--- src/rtl/mem_stage.sv ---
// -----------------------------------------------------------------------------
// mem_stage_pkg / mem_stage
//
// Memory-access pipeline stage of the MINAv2 core (EX -> MEM -> WB).
// Non-memory instructions pass straight through with one cycle of latency.
// Word loads and stores are issued on a request/grant/response bus; the
// upstream pipeline is stalled while a bus transaction is outstanding.
//
// Optional build macro: MEM_TIMEOUT_EN
//   When defined, a transaction that stays in REQ+WAIT for TIMEOUT_CYCLES
//   cycles is aborted: err_o pulses and a load writes back ERR_DATA.
//   When undefined, the stage waits indefinitely and err_o is always 0.
//
// Ports:
//   clk, rst_n      core clock, asynchronous active-low reset
//   valid_i         params_i holds a valid instruction
//   params_i        rd_addr, rd_data (ALU result / address), mem_op, mem_data
//   stall_o         upstream must hold params_i/valid_i this cycle (comb)
//   wb_valid_o      wb_params_o valid (registered)
//   wb_params_o     rd_addr, rd_data to WB (registered)
//   bus_req_o       bus request (registered)
//   bus_we_o        1 = store
//   bus_addr_o      word-aligned bus address
//   bus_wdata_o     store data
//   bus_wrstb_o     byte strobes (all set for a store, clear for a load)
//   bus_gnt_i       request accepted this cycle
//   bus_rvalid_i    load response valid
//   bus_rdata_i     load data
//   err_o           one-cycle abort pulse (registered)
// -----------------------------------------------------------------------------

package mem_stage_pkg;
  typedef logic [31:0] u32_t;
  typedef logic [3:0]  wrstb_t;
  typedef logic [4:0]  reg_addr_t;
  typedef logic [1:0]  mem_op_t;

  localparam mem_op_t MEM_OP_NONE  = 2'b00;
  localparam mem_op_t MEM_OP_LOAD  = 2'b01;
  localparam mem_op_t MEM_OP_STORE = 2'b10;

  typedef struct packed {
    reg_addr_t rd_addr;
    u32_t      rd_data;
    mem_op_t   mem_op;
    u32_t      mem_data;
  } mem_params_t;

  typedef struct packed {
    reg_addr_t rd_addr;
    u32_t      rd_data;
  } wb_params_t;
endpackage

module mem_stage
  import mem_stage_pkg::*;
#(
  parameter int   TIMEOUT_CYCLES = 256,
  parameter u32_t ERR_DATA       = 32'hDEADBEEF
) (
  input  logic        clk,
  input  logic        rst_n,
  input  logic        valid_i,
  input  mem_params_t params_i,
  output logic        stall_o,
  output logic        wb_valid_o,
  output wb_params_t  wb_params_o,
  output logic        bus_req_o,
  output logic        bus_we_o,
  output u32_t        bus_addr_o,
  output u32_t        bus_wdata_o,
  output wrstb_t      bus_wrstb_o,
  input  logic        bus_gnt_i,
  input  logic        bus_rvalid_i,
  input  u32_t        bus_rdata_i,
  output logic        err_o
);

  typedef enum logic [1:0] {
    ST_IDLE = 2'b00,
    ST_REQ  = 2'b01,
    ST_WAIT = 2'b10
  } state_t;

  state_t     state_q, state_d;
  logic       wb_valid_q, wb_valid_d;
  wb_params_t wb_params_q, wb_params_d;
  logic       bus_req_q, bus_req_d;
  logic       bus_we_q, bus_we_d;
  u32_t       bus_addr_q, bus_addr_d;
  u32_t       bus_wdata_q, bus_wdata_d;
  wrstb_t     bus_wrstb_q, bus_wrstb_d;
  logic       err_q, err_d;
  reg_addr_t  rd_addr_q, rd_addr_d;
  logic       stall_s;
  logic       is_mem_op_s;
  logic       timeout_s;

  assign is_mem_op_s = (params_i.mem_op == MEM_OP_LOAD) || (params_i.mem_op == MEM_OP_STORE);

`ifdef MEM_TIMEOUT_EN
  localparam int CW = $clog2(TIMEOUT_CYCLES + 1);
  localparam logic [CW-1:0] TO_LAST = CW'(TIMEOUT_CYCLES - 1);

  logic [CW-1:0] cnt_q, cnt_d;

  // Cycle counter: held at zero in IDLE so it starts from zero on REQ entry.
  always_comb begin
    cnt_d = cnt_q;
    if (state_q == ST_IDLE) begin
      cnt_d = '0;
    end else begin
      cnt_d = cnt_q + CW'(1);
    end
  end

  // Cycle counter register.
  always_ff @(posedge clk or negedge rst_n) begin
    if (!rst_n) begin
      cnt_q <= '0;
    end else begin
      cnt_q <= cnt_d;
    end
  end

  // Asserted in the last allowed REQ/WAIT cycle.
  assign timeout_s = (cnt_q == TO_LAST);
`else
  // Timeout parameters only matter in the timeout build.
  logic unused_timeout_cfg_s;
  assign unused_timeout_cfg_s = (TIMEOUT_CYCLES == 32'sd0);
  assign timeout_s = 1'b0;
`endif

  // Next-state, bus and writeback decode.
  always_comb begin
    state_d     = state_q;
    stall_s     = 1'b0;
    wb_valid_d  = 1'b0;
    wb_params_d = wb_params_q;
    bus_req_d   = bus_req_q;
    bus_we_d    = bus_we_q;
    bus_addr_d  = bus_addr_q;
    bus_wdata_d = bus_wdata_q;
    bus_wrstb_d = bus_wrstb_q;
    err_d       = 1'b0;
    rd_addr_d   = rd_addr_q;

    case (state_q)
      ST_IDLE: begin
        if (valid_i && is_mem_op_s) begin
          stall_s     = 1'b1;
          rd_addr_d   = params_i.rd_addr;
          bus_req_d   = 1'b1;
          bus_we_d    = (params_i.mem_op == MEM_OP_STORE);
          bus_addr_d  = {params_i.rd_data[31:2], 2'b00};
          bus_wdata_d = params_i.mem_data;
          bus_wrstb_d = (params_i.mem_op == MEM_OP_STORE) ? 4'b1111 : 4'b0000;
          state_d     = ST_REQ;
        end else if (valid_i) begin
          // NONE and the reserved encoding are plain ALU passthrough.
          wb_valid_d          = 1'b1;
          wb_params_d.rd_addr = params_i.rd_addr;
          wb_params_d.rd_data = params_i.rd_data;
        end else begin
          wb_valid_d = 1'b0;
        end
      end

      ST_REQ: begin
        if (bus_gnt_i) begin
          // A response arriving with the grant is not valid; WAIT ignores it.
          bus_req_d = 1'b0;
          if (bus_we_q) begin
            state_d = ST_IDLE;
          end else begin
            state_d = ST_WAIT;
            stall_s = 1'b1;
          end
        end else if (timeout_s) begin
          bus_req_d = 1'b0;
          err_d     = 1'b1;
          state_d   = ST_IDLE;
          if (!bus_we_q) begin
            wb_valid_d          = 1'b1;
            wb_params_d.rd_addr = rd_addr_q;
            wb_params_d.rd_data = ERR_DATA;
          end else begin
            wb_valid_d = 1'b0;
          end
        end else begin
          stall_s = 1'b1;
        end
      end

      ST_WAIT: begin
        if (bus_rvalid_i) begin
          state_d             = ST_IDLE;
          wb_valid_d          = 1'b1;
          wb_params_d.rd_addr = rd_addr_q;
          wb_params_d.rd_data = bus_rdata_i;
        end else if (timeout_s) begin
          err_d               = 1'b1;
          state_d             = ST_IDLE;
          wb_valid_d          = 1'b1;
          wb_params_d.rd_addr = rd_addr_q;
          wb_params_d.rd_data = ERR_DATA;
        end else begin
          stall_s = 1'b1;
        end
      end

      default: begin
        state_d   = ST_IDLE;
        bus_req_d = 1'b0;
      end
    endcase
  end

  // Pipeline state and registered outputs.
  always_ff @(posedge clk or negedge rst_n) begin
    if (!rst_n) begin
      state_q     <= ST_IDLE;
      wb_valid_q  <= 1'b0;
      wb_params_q <= '0;
      bus_req_q   <= 1'b0;
      bus_we_q    <= 1'b0;
      bus_addr_q  <= 32'h0000_0000;
      bus_wdata_q <= 32'h0000_0000;
      bus_wrstb_q <= 4'b0000;
      err_q       <= 1'b0;
      rd_addr_q   <= 5'd0;
    end else begin
      state_q     <= state_d;
      wb_valid_q  <= wb_valid_d;
      wb_params_q <= wb_params_d;
      bus_req_q   <= bus_req_d;
      bus_we_q    <= bus_we_d;
      bus_addr_q  <= bus_addr_d;
      bus_wdata_q <= bus_wdata_d;
      bus_wrstb_q <= bus_wrstb_d;
      err_q       <= err_d;
      rd_addr_q   <= rd_addr_d;
    end
  end

  assign stall_o     = stall_s;
  assign wb_valid_o  = wb_valid_q;
  assign wb_params_o = wb_params_q;
  assign bus_req_o   = bus_req_q;
  assign bus_we_o    = bus_we_q;
  assign bus_addr_o  = bus_addr_q;
  assign bus_wdata_o = bus_wdata_q;
  assign bus_wrstb_o = bus_wrstb_q;
  assign err_o       = err_q;

endmodule

--- config.mk ---
export PLATFORM = sky130hd
export DESIGN_NAME = mem_stage
export DESIGN_NICKNAME = d
export VERILOG_FILES = /design/src/rtl/mem_stage.sv
export SDC_FILE = /design/constraint.sdc
export NUM_CORES = 1
export LEC_CHECK = 0
export ABC_AREA = 0
export ABC_CLOCK_PERIOD_IN_PS = 1830
export CAP_MARGIN = 5
export CORE_MARGIN = 3
export CORE_UTILIZATION = 37
export CTS_CLUSTER_SIZE = 16
export DETAILED_ROUTE_END_ITERATION = 6
export HOLD_SLACK_MARGIN = 0.12
export PLACE_DENSITY = 0.83
export SYNTH_ARGS = -nofsm -noshare
export SYNTH_HDL_FRONTEND = slang
export SYNTH_SLANG_ARGS = --single-unit
--- constraint.sdc ---
create_clock -name clk -period 1.83 [get_ports clk]
set_input_delay 0.366 -clock clk [delete_from_list [all_inputs] [get_ports clk]]
set_output_delay 0.366 -clock clk [all_outputs]
set_load 0.02 [all_outputs]
run_1/logic_types.png
Drawn at 4 px/micron.
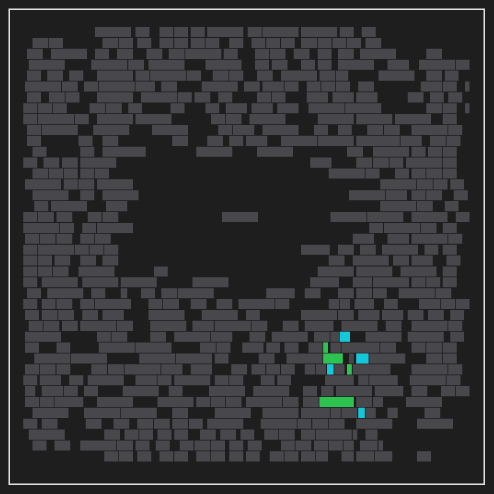
Cyan shows inverting AOI/OAI gates, cells 4, where bottom right. Green shows NOR gates, cells 4.
most numerous logic cell after layout: clkdlybuf4s50_1
Comb area share: 24.1%
Non-Filler Instances: 699

run_1/sizes.png
Drawn at 4 px/micron.
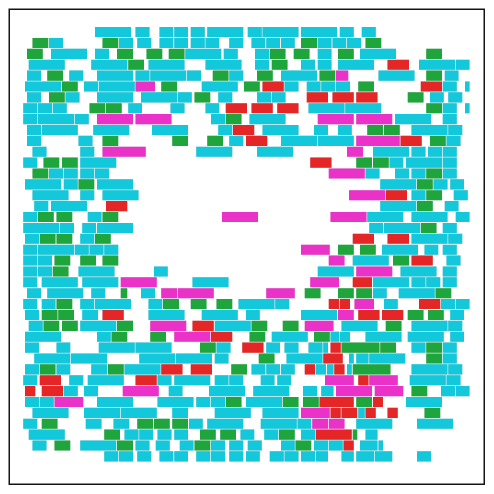
Magenta shows _6 and larger, cells 35, share 6.6%. Green shows _2 cells, cells 112, share 21%. Cyan shows _0 and _1 cells, cells 337, share 63%. Red shows _3 and _4 cells, cells 47, share 8.9%.

==> reports/metrics.yaml, run 1 <==
rrSetupSlack_ns: 0
path_max_fanout: 2
warnings: 30
numSynthFlops: 109
yosysTopAreaCell: "dfrtp_1"
clk_pin_slew_ns: 0.07
cts_resized: 15
tritoncts: "yes"
run_status: "finished with violations"
worstSetupPathDepth: 4
crit_family: "buffers and inverters"
min-delay-start: "bus_addr_o[6]"
slew_headroom_pct: 61.6
violations: "setup timing"
seq_share_pct: 35.2
ys_cells: 290
rows: 40
wl_met3_mm: 1.08
power.total_uw: 13500
cts.path.max_buffers: 2
post_drt_wl_per_cell_microns: 18.4
p_leak_uw: 0.00326
antenna_found_initial: 0
fin_area_sq_um: 7770
cts_hold_buf: 1
finalHoldViolCount: 0
top_cells_by_area: "dfrtp_1 58%, mux2_2 28%, mux2_4 6.1%"
finalCritPeriodShare_pct: 102
edf_count: 0
p_sw_uw: 4580
first_iter_violations: 173
met1_usage_pct: 19.0
xor_share_pct: 0
path_cells: "clkdlybuf4s50_1, nor4b_4, or3_4, buf_6"
hold_depth: 1
finalWeightedCongestion: 0.782
grtUsageTotal_pct: 17.2
power_leader: "combinational cells"
cp_slowest_cell: "clkdlybuf4s50_1"
ys_top_cells_by_count: "118 x mux2_2, 109 x dfrtp_1, 19 x mux2_4"
synthSimpleGateAreaFrac_pct: 1.20
num-clock-buffers: 11
path_buffers: 2
cap_violations: 0
h-tree-depth: 3
grt-ovfl-total: 0
fp.dieW_microns: 118
ys_sh_aoi_pct: 0.937
ff_count: 109
tap_cells: 168
rsz0062_at_grt: "yes"
final_antenna_net_count: 0
pwr-share-comb_pct: 52.3
root_buffer: "clkbuf_16"
critPathMaxStageDelay_ns: 0.46
nNonClkBuffers: 245
largest_reg_flops: 37
worst_slack_ns: -0.0372
synth.distinct_cells: 21
syn-cell-area_sq_um: 4670
synth_top_cell_by_count: "mux2_2"
setup_violations: 4
cp-endpoint: "stall_o"
pwr-share-clk_pct: 16.0
crit_path_end_kind: "output pin"
p_int_uw: 8900
seqPwrFrac_pct: 31.8
r2r-end: "wb_params_o[23]"
holdPathEnd: "bus_addr_o[6]"
powerDensity_nw_per_um2: 1740
final_util_pct: 63.9
portBuffers: 214
run_1/layer_met3.png
Drawn at 2 px/micron.
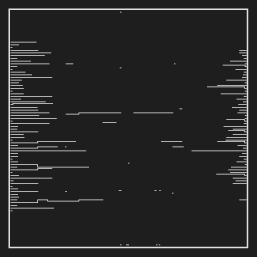
The wires run mostly horizontal. 121 nets have wire on it. The layer holds 8.4% of the routed length.
M3 GR Usage: 6.60%
final wirelength: 12.9 mm

==> run 2: changes to the inputs <==
--- a/config.mk
+++ b/config.mk
@@ -5,15 +5,16 @@
 export SDC_FILE = /design/constraint.sdc
 export NUM_CORES = 1
 export LEC_CHECK = 0
-export ABC_AREA = 0
 export ABC_CLOCK_PERIOD_IN_PS = 1830
 export CAP_MARGIN = 5
 export CORE_MARGIN = 3
 export CORE_UTILIZATION = 37
 export CTS_CLUSTER_SIZE = 16
 export DETAILED_ROUTE_END_ITERATION = 6
+export GPL_TIMING_DRIVEN = 0
 export HOLD_SLACK_MARGIN = 0.12
 export PLACE_DENSITY = 0.83
 export SYNTH_ARGS = -nofsm -noshare
 export SYNTH_HDL_FRONTEND = slang
 export SYNTH_SLANG_ARGS = --single-unit
+export TNS_END_PERCENT = 5
run_2/congestion.png
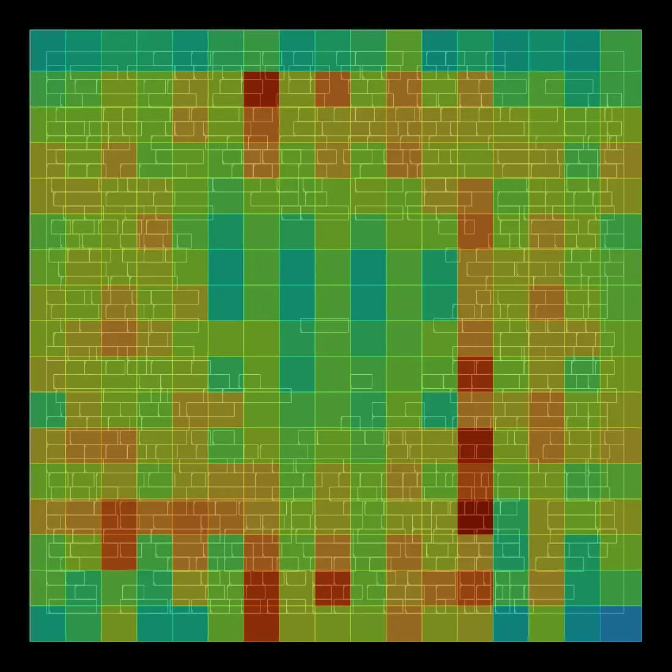
most used routing layer: met2
fin util: 61.4%

==> run 2 against run 1 <==
  * The flow still finishes with violations (setup timing)
  * Die area is the same
  * Global-route usage grew 0.90 points
  * Via count shrank 1.3%
  * Sequential cell count is the same
  * Synthesized cell count is the same
  * Setup slack lost 0.018 ns
  * Design area shrank 3.9%
  * Wire length shrank 3.5%
  * Critical path depth is the same
  * Non-clock buffer count shrank 3
  * Hold slack lost 0.022 ns
  * Cell count shrank 0.43%
  * Critical path type unchanged
  * Critical endpoint unchanged
  * Largest power group unchanged
  * Highest routed layer unchanged
==> reports/metrics.yaml, run 2 <==
cts_resized: 24  # was 15
p_sw_uw: 4460  # was 4580 uW
warnings: 28  # was 30
finalHoldViolCount: 0  # unchanged
num-clock-buffers: 12  # was 11
seqCellArea_sq_um: 2730  # about the same
synthSimpleGateAreaFrac_pct: 1.20  # unchanged
grtUsageTotal_pct: 18.1  # was 17.2%
ys_sh_aoi_pct: 0.937  # unchanged
syn-cell-area_sq_um: 4670  # unchanged
fp.dieW_microns: 118  # unchanged
rows: 40  # unchanged
met1_usage_pct: 20.8  # was 19.0%
worstSetupPathDepth: 4  # unchanged
cts_hold_buf: 1  # unchanged
ys_cells: 290  # unchanged
pwr-share-clk_pct: 16.3  # was 16.0%
rsz0062_at_grt: "yes"  # unchanged
finalCritPeriodShare_pct: 103  # was 102%
grtUsageMet3_pct: 6.99  # was 6.60%
numSynthFlops: 109  # unchanged
power.total_uw: 13000  # was 13500 uW
tritoncts: "yes"  # unchanged
final_cells: 696  # was 699
path_cells: "clkdlybuf4s50_1, a21oi_1, or3_4, buf_6"  # was clkdlybuf4s50_1, nor4b_4, or3_4, buf_6
portBuffers: 214  # unchanged
violations: "setup timing"  # unchanged
grt-ovfl-total: 0  # unchanged
critPathMaxStageDelay_ns: 0.53  # was 0.46 ns
fin_area_sq_um: 7470  # was 7770 sq um
nNonClkBuffers: 242  # was 245
setup_violations: 1  # was 4
crit_family: "buffers and inverters"  # unchanged
wl_met3_mm: 1.06  # was 1.08 mm
rrSetupSlack_ns: 0.08  # was 0 ns
crit_path_end_kind: "output pin"  # unchanged
seqPwrFrac_pct: 33.1  # was 31.8%
cts.path.max_buffers: 2  # unchanged
top_cells_by_area: "dfrtp_1 58%, mux2_2 28%, mux2_4 6.1%"  # unchanged
postCtsSetupBuffers: 3  # was 2
pwr-share-comb_pct: 50.6  # was 52.3%
powerDensity_nw_per_um2: 1750  # was 1740 nW/um^2
post_drt_wl_per_cell_microns: 17.8  # was 18.4 microns
lay_top_count: "clkdlybuf4s50_1"  # unchanged
cp-endpoint: "stall_o"  # unchanged
slew_headroom_pct: 51.6  # was 61.6%
clock.fmax_ghz: 0.530  # was 0.536 GHz
worst_slack_ns: -0.0554  # was -0.0372 ns
clk_pin_slew_ns: 0.07  # about the same
worstPathRequired_ns: 1.46  # about the same
ys_top_cells_by_count: "118 x mux2_2, 109 x dfrtp_1, 19 x mux2_4"  # unchanged
tap_cells: 168  # unchanged
synth.distinct_cells: 21  # unchanged
r2r-end: "wb_params_o[19]"  # was wb_params_o[23]
cp_slowest_cell: "clkdlybuf4s50_1"  # unchanged
p_leak_uw: 0.00310  # was 0.00326 uW
run_status: "finished with violations"  # unchanged
seq_share_pct: 36.6  # was 35.2%
edf_count: 0  # unchanged
root_buffer: "clkbuf_16"  # unchanged
yosysTopAreaCell: "dfrtp_1"  # unchanged
h-tree-depth: 3  # unchanged
tns_ns: -0.0554  # was -0.0458 ns
cp.arrival_ns: 1.52  # was 1.50 ns
ff_count: 109  # unchanged
power_leader: "combinational cells"  # unchanged
synth_top_cell_by_count: "mux2_2"  # unchanged
hold_depth: 4  # was 1
path_buffers: 2  # unchanged
run_2/layer_met2.png
Drawn at 2 px/micron.
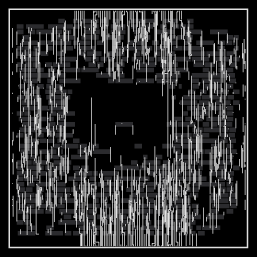
The layer carries 6250 microns of wire. The layer holds 50% of the routed length. The longest straight run is 59.5 microns. 607 nets have wire on it.

Power is estimated from default activity; no workload was simulated.
